[config.mk]
export PLATFORM = sky130hd
export DESIGN_NAME = axe_clk_cycle_timer
export DESIGN_NICKNAME = d
export VERILOG_FILES = /design/src/rtl/axe_clk_cycle_timer.sv
export SDC_FILE = /design/constraint.sdc
export NUM_CORES = 1
export LEC_CHECK = 0
export ABC_AREA = 1
export CAP_MARGIN = 20
export CORE_ASPECT_RATIO = 1.75
export CORE_MARGIN = 3
export CORE_UTILIZATION = 31
export CTS_CLUSTER_DIAMETER = 30
export DETAILED_ROUTE_END_ITERATION = 7
export GPL_TIMING_DRIVEN = 1
export PLACE_DENSITY_LB_ADDON = 0.08
export SLEW_MARGIN = 20
export SYNTH_ARGS = -nofsm -noshare
export SYNTH_HDL_FRONTEND = slang
export SYNTH_SLANG_ARGS = --single-unit
[constraint.sdc]
create_clock -name clk -period 3.9 [get_ports clk]
set_input_delay 0.39 -clock clk [delete_from_list [all_inputs] [get_ports clk]]
set_output_delay 0.39 -clock clk [all_outputs]
set_load 0.02 [all_outputs]
[src/rtl/axe_clk_cycle_timer.sv]
// Multi-channel cycle timer: each channel pulses expire N edges after being armed (one-shot or periodic).
// Plus a free-running, silently wrapping edge counter. All outputs are registered.
module axe_clk_cycle_timer #(
  parameter int unsigned NUM_CH = 4,
  parameter int unsigned CNT_W  = 16,
  parameter int unsigned CYC_W  = 32
) (
  input  logic                    clk,
  input  logic                    rst,
  input  logic [NUM_CH-1:0]       start,
  input  logic [NUM_CH*CNT_W-1:0] load_val,
  input  logic [NUM_CH-1:0]       periodic,
  input  logic [NUM_CH-1:0]       abort,
  output logic [NUM_CH-1:0]       busy,
  output logic [NUM_CH-1:0]       expire,
  output logic [NUM_CH-1:0]       err,
  output logic [NUM_CH*CNT_W-1:0] remaining,
  output logic [CYC_W-1:0]        cycle_cnt
);

  typedef enum logic {
    IDLE = 1'b0,
    RUN  = 1'b1
  } state_t;

  for (genvar i = 0; i < NUM_CH; i++) begin : g_ch
    state_t             state_q, state_d;
    logic [CNT_W-1:0]   rem_q, rem_d;
    logic [CNT_W-1:0]   period_q, period_d;
    logic               mode_q, mode_d;
    logic               exp_q, exp_d;
    logic               err_q, err_d;
    logic [CNT_W-1:0]   n;

    assign n = load_val[i*CNT_W +: CNT_W];

    // Priority: abort > valid start > (zero-length start flags err but lets a live run continue).
    always_comb begin
      state_d  = state_q;
      rem_d    = rem_q;
      period_d = period_q;
      mode_d   = mode_q;
      exp_d    = 1'b0;
      err_d    = 1'b0;

      if (abort[i]) begin
        state_d = IDLE;
        rem_d   = '0;
      end else if (start[i] && (n != '0)) begin
        state_d  = RUN;
        rem_d    = n;
        period_d = n;
        mode_d   = periodic[i];
      end else begin
        if (start[i]) begin
          err_d = 1'b1;
        end
        if (state_q == RUN) begin
          if (rem_q == CNT_W'(1)) begin
            exp_d = 1'b1;
            if (mode_q) begin
              rem_d = period_q;
            end else begin
              rem_d   = '0;
              state_d = IDLE;
            end
          end else begin
            rem_d = rem_q - CNT_W'(1);
          end
        end
      end
    end

    always_ff @(posedge clk) begin
      if (rst) begin
        state_q  <= IDLE;
        rem_q    <= '0;
        period_q <= '0;
        mode_q   <= 1'b0;
        exp_q    <= 1'b0;
        err_q    <= 1'b0;
      end else begin
        state_q  <= state_d;
        rem_q    <= rem_d;
        period_q <= period_d;
        mode_q   <= mode_d;
        exp_q    <= exp_d;
        err_q    <= err_d;
      end
    end

    assign busy[i]                     = (state_q == RUN);
    assign expire[i]                   = exp_q;
    assign err[i]                      = err_q;
    assign remaining[i*CNT_W +: CNT_W] = rem_q;
  end

  always_ff @(posedge clk) begin
    if (rst) begin
      cycle_cnt <= '0;
    end else begin
      cycle_cnt <= cycle_cnt + CYC_W'(1);
    end
  end

endmodule
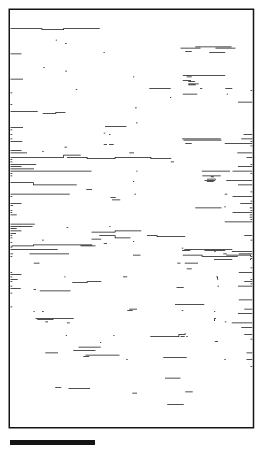
Fig. 1. Metal 3.
Scale bar: 50 µm.
wire length on this layer: 1,550 µm
longest straight run: 47.6 µm
nets with wire on the layer: 171
share of all routed wire: 4.3%

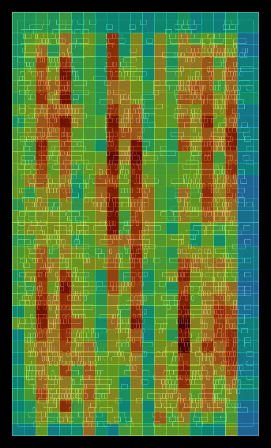
Fig. 2. Routing congestion map.
met1 global-route usage: 21.65%
met2 GRT Util: 37.43%
GRT Resource Usage Total: 20.36%

==> results.txt <==
From the run reports.

- The number of cells in the finished layout apart from fillers reads 2,211.
- TritonCTS built the clock tree.
- The top achievable clock speed is 0.4007 GHz.
- The clock transition time at the flip-flop clock pins of the worst setup and hold paths is 70 ps.
- The instance count along the most critical hold path reads 2.
- For this configuration, the core starts out at a cell density of 31.62%.
- The count of endpoints failing setup in the final report reads 0.
- The count of inverters not on the clock network in the layout reads 209.
- The area of all placed cells without fillers reads 0.01288 mm².
- The STA report counts the stages on the worst setup path as 10.
- The area of all sequential standard cells is 0.003523 mm².
- about 190 I/O pins were placed.
- The run finished with clean final reports.
- The layout overhead on the synthesized area is 25.62%.
- Each instance of the synthesized netlist takes up on average 6.223 µm².
- The number of gates resized after cts reads 0.
- The minimum period implied by the final worst setup slack is 2495 ps.
- The multi-input combinational cell count is 1,205.
- The count of plain and timing-repair buffers is around 190.
- Ranking logic cells in the layout by count gives the top entries sky130_fd_sc_hd__nand2_1 (433), sky130_fd_sc_hd__nor2_1 (241), sky130_fd_sc_hd__inv_1 (202).
- The met3 usage in global routing reads 3.612%.
- The initial DRC count is 398.
- The synthesized instance count reads 1,648.
- The worst clock skew reads 12.01 ps.
- In the detailed route, the total length drawn on met3 is 1.550 mm.
